[config.mk]
export PLATFORM = sky130hd
export DESIGN_NAME = imem_fetch_sequencer
export DESIGN_NICKNAME = d
export VERILOG_FILES = /design/src/rtl/imem_fetch_sequencer.sv
export SDC_FILE = /design/constraint.sdc
export NUM_CORES = 1
export LEC_CHECK = 0
export CORE_ASPECT_RATIO = 0.6
export CORE_UTILIZATION = 45
export DETAILED_ROUTE_END_ITERATION = 8
export PLACE_DENSITY_LB_ADDON = 0.08
export SLEW_MARGIN = 25
export SYNTH_ARGS = -nofsm -noshare
export SYNTH_HDL_FRONTEND = slang
export SYNTH_SLANG_ARGS = --single-unit
[constraint.sdc]
create_clock -name clk -period 5.3 [get_ports clk]
set_input_delay 1.325 -clock clk [delete_from_list [all_inputs] [get_ports clk]]
set_output_delay 1.325 -clock clk [all_outputs]
set_load 0.005 [all_outputs]
[src/rtl/imem_fetch_sequencer.sv]
// Fetch sequencer: reads four ROM bytes per instruction, packs them little-endian
// and hands the word to decode over valid/ready, with redirect, halt and misalign handling.
module imem_fetch_sequencer #(
    parameter logic [31:0] RESET_PC = 32'h0000_0000,
    parameter int          ADDR_W   = 32
) (
    input  logic              clk,
    input  logic              reset,
    output logic              mem_rd_en,
    output logic [ADDR_W-1:0] mem_addr,
    input  logic [7:0]        mem_rdata,
    output logic [31:0]       instr,
    output logic [31:0]       instr_pc,
    output logic              instr_valid,
    input  logic              instr_ready,
    input  logic              redirect_valid,
    input  logic [31:0]       redirect_pc,
    input  logic              halt_req,
    output logic              halted,
    output logic              misalign_err,
    output logic [31:0]       instr_count
);

    typedef enum logic [2:0] {S_IDLE, S_ISSUE, S_DRAIN, S_HOLD, S_HALTED} state_t;

    state_t      state_q, state_d;
    logic [31:0] pc_q, pc_d;
    logic [1:0]  cnt_q, cnt_d;
    logic        pend_q, pend_d;
    logic [1:0]  lane_q, lane_d;
    logic [31:0] word_q, word_d;
    logic [31:0] ipc_q, ipc_d;
    logic        misal_q, misal_d;
    logic [31:0] count_q, count_d;
    logic        accept;

    always_ff @(posedge clk) begin
        if (!reset) begin
            state_q <= S_IDLE;
            pc_q    <= RESET_PC;
            cnt_q   <= 2'd0;
            pend_q  <= 1'b0;
            lane_q  <= 2'd0;
            word_q  <= 32'd0;
            ipc_q   <= 32'd0;
            misal_q <= 1'b0;
            count_q <= 32'd0;
        end else begin
            state_q <= state_d;
            pc_q    <= pc_d;
            cnt_q   <= cnt_d;
            pend_q  <= pend_d;
            lane_q  <= lane_d;
            word_q  <= word_d;
            ipc_q   <= ipc_d;
            misal_q <= misal_d;
            count_q <= count_d;
        end
    end

    always_comb begin
        state_d     = state_q;
        pc_d        = pc_q;
        cnt_d       = cnt_q;
        pend_d      = 1'b0;
        lane_d      = lane_q;
        word_d      = word_q;
        ipc_d       = ipc_q;
        misal_d     = misal_q;
        count_d     = count_q;
        mem_rd_en   = 1'b0;
        mem_addr    = '0;
        instr_valid = (state_q == S_HOLD);
        halted      = (state_q == S_HALTED);
        accept      = instr_valid && instr_ready;

        // A byte returns one cycle after its read; lane_q remembers which read it was.
        if (pend_q) word_d[8*lane_q +: 8] = mem_rdata;

        case (state_q)
            S_IDLE: begin
                cnt_d   = 2'd0;
                state_d = halt_req ? S_HALTED : S_ISSUE;
            end
            S_ISSUE: begin
                mem_rd_en = 1'b1;
                mem_addr  = pc_q[ADDR_W-1:0] + ADDR_W'(cnt_q);
                pend_d    = 1'b1;
                lane_d    = cnt_q;
                cnt_d     = cnt_q + 2'd1;
                if (cnt_q == 2'd3) state_d = S_DRAIN;
            end
            S_DRAIN: begin
                ipc_d   = pc_q;
                state_d = S_HOLD;
            end
            S_HOLD: begin
                if (accept) begin
                    pc_d    = pc_q + 32'd4;
                    count_d = count_q + 32'd1;
                    cnt_d   = 2'd0;
                    state_d = halt_req ? S_HALTED : S_ISSUE;
                end
            end
            S_HALTED: ;
            default: state_d = S_IDLE;
        endcase

        // Redirect overrides everything above, including a same-cycle accept.
        if (redirect_valid) begin
            pend_d  = 1'b0;
            cnt_d   = 2'd0;
            count_d = count_q;
            pc_d    = pc_q;
            if (redirect_pc[1:0] != 2'b00) begin
                misal_d = 1'b1;
                state_d = S_HALTED;
            end else begin
                pc_d    = redirect_pc;
                state_d = S_ISSUE;
            end
        end
    end

    assign instr        = word_q;
    assign instr_pc     = ipc_q;
    assign misalign_err = misal_q;
    assign instr_count  = count_q;

endmodule

run_1/final_placement.png
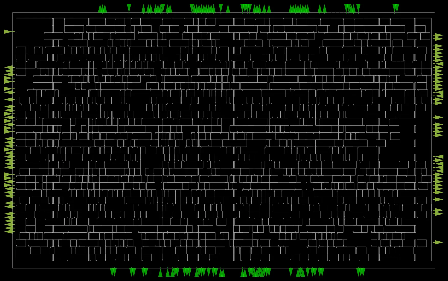
Rows: 34
final std cells w/o fill: 1249
Layout fillers: 1286

run_1/metal_stack.png
The bar under the picture is 50 um long.
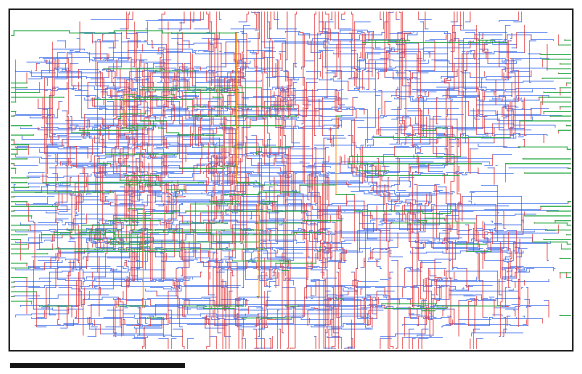
legend:
  met3:
    color: green
    wire_length: 1920 um
  met1:
    color: blue
    wire_length: 10400 um
  met2:
    color: red
    wire_length: 8730 um
  met4:
    color: orange
    wire_length: 165 um

==> run_results.csv, run 1 <==
group,metric,value,unit
die,io_pins,177,
yosys,aoi_share,17.91,%
placement,dp.cells,1217,
global_routing,grt_usage,27.47,%
yosys,xor_share,4.749,%
die,core_util_floorplan,46.63,%
clock_tree,hold_buffers,0,
clock_tree,post_cts_buffers,0,
global_routing,grt_pass1_wl,34.37,mm
power_and_ir_drop,power.density,269.5,mW/mm^2
run_status,outcome,"completed",
final_layout,syn2layout_area_growth,37.20,%
global_routing,met2_usage,38.26,%
die,die_w,161.0,um
sta,fin_skew,11.69,ps
route,routed_wirelength,21.26,mm
yosys,ys.flops,137,
global_routing,met1_usage,42.22,%
route,drt-pass1-iter-count,5,
yosys,synth_nets,947,
clock_tree,clock_sinks,137,
yosys,simple_gate_area_share,29.04,%
final_layout,inv_count,13,
route,num_vias,7074,
global_routing,antenna_found_initial,0,
setup_path,cp-startpoint,"pc_q[8]$_SDFFE_PN0P_",
yosys,ys_warn_count,0,
yosys,yosysTopAreaCell,"dfxtp_1",
clock_tree,clkTransAtPathRegs,70,ps
setup_path,cp-start-kind,"register",
route,drc,0,
placement,gp_congestion,0.8802,
final_layout,area_share_nonclk_buffers,20.29,%
sta,rsz0062_at_grt,"false",
worst_hold_path,min_to,"misalign_err$_SDFFE_PN0P_",
global_routing,use_met3,6.103,%
route,dr_wl_met3,1.920,mm
placement,io_buffers,176,
final_layout,top_area_cell_class,"multi-input combinational cells",
route,drtAntennaViolNets,0,
power_and_ir_drop,power,2.524,mW
final_layout,lay_top_count,"clkdlybuf4s50_1",
final_layout,post-route-util,63.98,%
yosys,flop_cell,"dfxtp_1",
final_layout,n_antenna_cell,0,
worst_hold_path,hold_path_depth,2,
setup_path,rr_startpoint,"pc_q[2]$_SDFFE_PN0P_",
worst_hold_path,hp-start,"misalign_err$_SDFFE_PN0P_",
final_layout,design_area,0.009363,sq mm
setup_path,slowest_delay,540,ps
yosys,topCellsByArea,"dfxtp_1 (40%), nand2_1 (7.8%), nor2_1 (6.0%), a21oi_1 (5.4%), a22oi_1 (4.5%)",
yosys,syn_inst,891,
final_layout,sh_comb_area,40.32,%
yosys,ys_sh_mux,1.320,%
yosys,synth.most_common_cell,"nand2_1",
setup_path,cp-endpoint,"mem_addr[27]",
sta,max_freq,0.2135,GHz
route,viasPerCell,5.664,
sta,worst_slack,615.1,ps
sta,worst_pin_slew,948.6,ps
die,n_tap_cell,198,
worst_hold_path,hp-class,"register to register",
clock_tree,htreeDepth,4,
yosys,netlist_area,0.006824,sq mm
placement,placed_area,0.008715,sq mm
final_layout,seq_cell_count,137,
sta,setup_viol,0,
sta,drv_slew,0,
run_1/gate_families.png
The bar under the picture is 50 um long.
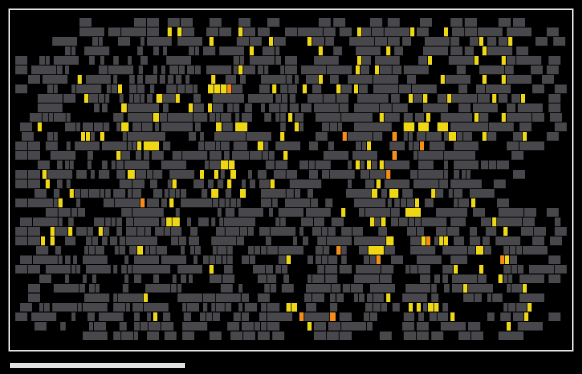
legend:
  inverters:
    color: orange
    cells: 13
    most_used: inv_1
  NOR gates:
    color: yellow
    cells: 141
    most_used: nor2_1
    where: widely spread

-- run 1: worst max-delay path, delay by kind of cell (launching register included) --
kind                   cells  cell delay [ps]
AND-OR/OR-AND              1              170
AND/OR/NAND/NOR            4             1750
buffers and inverters      1              530
flip-flops                 1              500
-- run 1: report_power, final --
part	switching [mW]	internal [mW]	total, mW	leakage (nW)
combinational	0.0773	0.0620	0.139	1.73
clock	0.509	0.814	1.32	0.314
sequential	0.0218	1.04	1.06	1.11
total	0.608	1.92	2.52	3.15
-- run 1: cell families after synthesis --
kind of cell	count (synthesis)
multiplexers	9
AND/OR/NAND/NOR	422
flip-flops	137
XOR/XNOR	37
AND-OR/OR-AND	195
adder cells (fa/ha/maj)	11
buffers and inverters	80
==> run 1 -> run 2 <==
CORE_UTILIZATION = 53   (was 45)
==> run 2 against run 1 <==
Wire length fell by 2.4%. Clock-buffer cell count did not move. Sequential power barely moved. Synthesized cell count did not move. Die area fell by 15%. Register-to-register slack got worse by 280 ps. Combinational power barely moved. Largest cell class unchanged. Highest routed layer unchanged.
==> run_results.csv, run 2 <==
group,metric,value,unit
final_layout,sh_comb_area,41.06,%
global_routing,antenna_found_initial,0,
setup_path,cp-endpoint,"mem_addr[28]",
yosys,flop_cell,"dfxtp_1",
worst_hold_path,hold_path_depth,2,
run_status,outcome,"completed",
die,n_tap_cell,165,
setup_path,cp-startpoint,"pc_q[2]$_SDFFE_PN0P_",
global_routing,grt_pass1_wl,32.90,mm
power_and_ir_drop,power.density,254.1,mW/mm^2
clock_tree,post_cts_buffers,0,
final_layout,n_antenna_cell,0,
global_routing,met2_usage,44.00,%
yosys,simple_gate_area_share,29.04,%
final_layout,design_area,0.009209,sq mm
sta,setup_viol,0,
clock_tree,hold_buffers,0,
route,drc,0,
final_layout,top_area_cell_class,"multi-input combinational cells",
clock_tree,clock_sinks,137,
final_layout,fin_cells,1211,
worst_hold_path,hp-class,"register to register",
setup_path,rr_startpoint,"pc_q[2]$_SDFFE_PN0P_",
yosys,synth.most_common_cell,"nand2_1",
sta,max_freq,0.2122,GHz
route,routed_wirelength,20.74,mm
die,core_util_floorplan,55.50,%
global_routing,use_met3,6.701,%
placement,gp_congestion,0.8822,
placement,dp.cells,1179,
yosys,aoi_share,17.91,%
yosys,syn_inst,891,
die,io_pins,177,
sta,worst_slack,586.9,ps
route,drt-pass1-iter-count,7,
final_layout,fillers,972,
route,viasPerCell,5.955,
yosys,netlist_area,0.006824,sq mm
placement,placed_area,0.008638,sq mm
worst_hold_path,min_to,"instr_pc[9]$_SDFFE_PN0N_",
die,die_w,148.5,um
final_layout,area_share_nonclk_buffers,20.22,%
route,drtAntennaViolNets,0,
yosys,synth_nets,947,
power_and_ir_drop,power,2.340,mW
yosys,xor_share,4.749,%
sta,rsz0062_at_grt,"false",
sta,fin_skew,12.05,ps
route,num_vias,7211,
final_layout,inv_count,13,
global_routing,grt_usage,30.94,%
placement,io_buffers,176,
yosys,ys_sh_mux,1.320,%
yosys,yosysTopAreaCell,"dfxtp_1",
sta,drv_slew,0,
worst_hold_path,hp-start,"instr_pc[9]$_SDFFE_PN0N_",
run 2: netlist changes by cell type in the layout (fill, tap and decap cells not counted), moves of 3 or more:
cell,change
bufinv_16,-4
clkinv_4,-4
clkinvlp_4,+3
inv_6,+4
buf_4,-5
run 2: power by group:
group	switching (mW)	internal [mW]
clock	0.510	0.630
sequential	0.0222	1.04
combinational	0.0767	0.0616
run 2: routing by layer:
metal | up-vias | part of all wire [%]
li1 | 3437 | -
met1 | 3367 | 47
met2 | 373 | 41
met3 | 34 | 11
met4 | 0 | 1.0
met5 | - | 0
run 2: worst max-delay path: stages, from the launching register on:
cell and delay (ps):
dfxtp_1 500, ha_1 300, nand3_1 300, nor4_2 630, nand2_1 190, or3_1 350, a21oi_1 160, clkdlybuf4s50_1 550
run_2/gate_families.png
The bar under the picture is 50 um long.
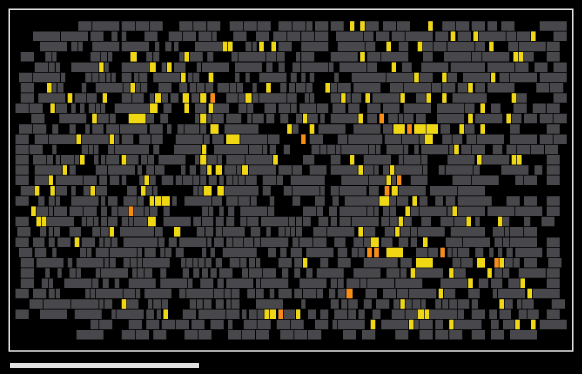
legend:
  NOR gates:
    color: yellow
    cells: 141
    most_used: nor2_1
    where: widely spread
  inverters:
    color: orange
    cells: 13
    most_used: inv_1

run_2/met4.png
The bar under the picture is 50 um long.
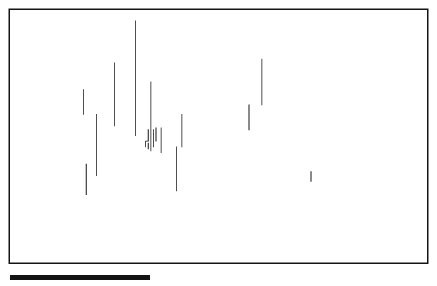
main direction: vertical
longest straight run: 40.8 um
nets with wire on the layer: 10
wire length on this layer: 214 um
share of all routed wire: 1.0%

No activity file was given, so power comes from the tool's default toggle rates.
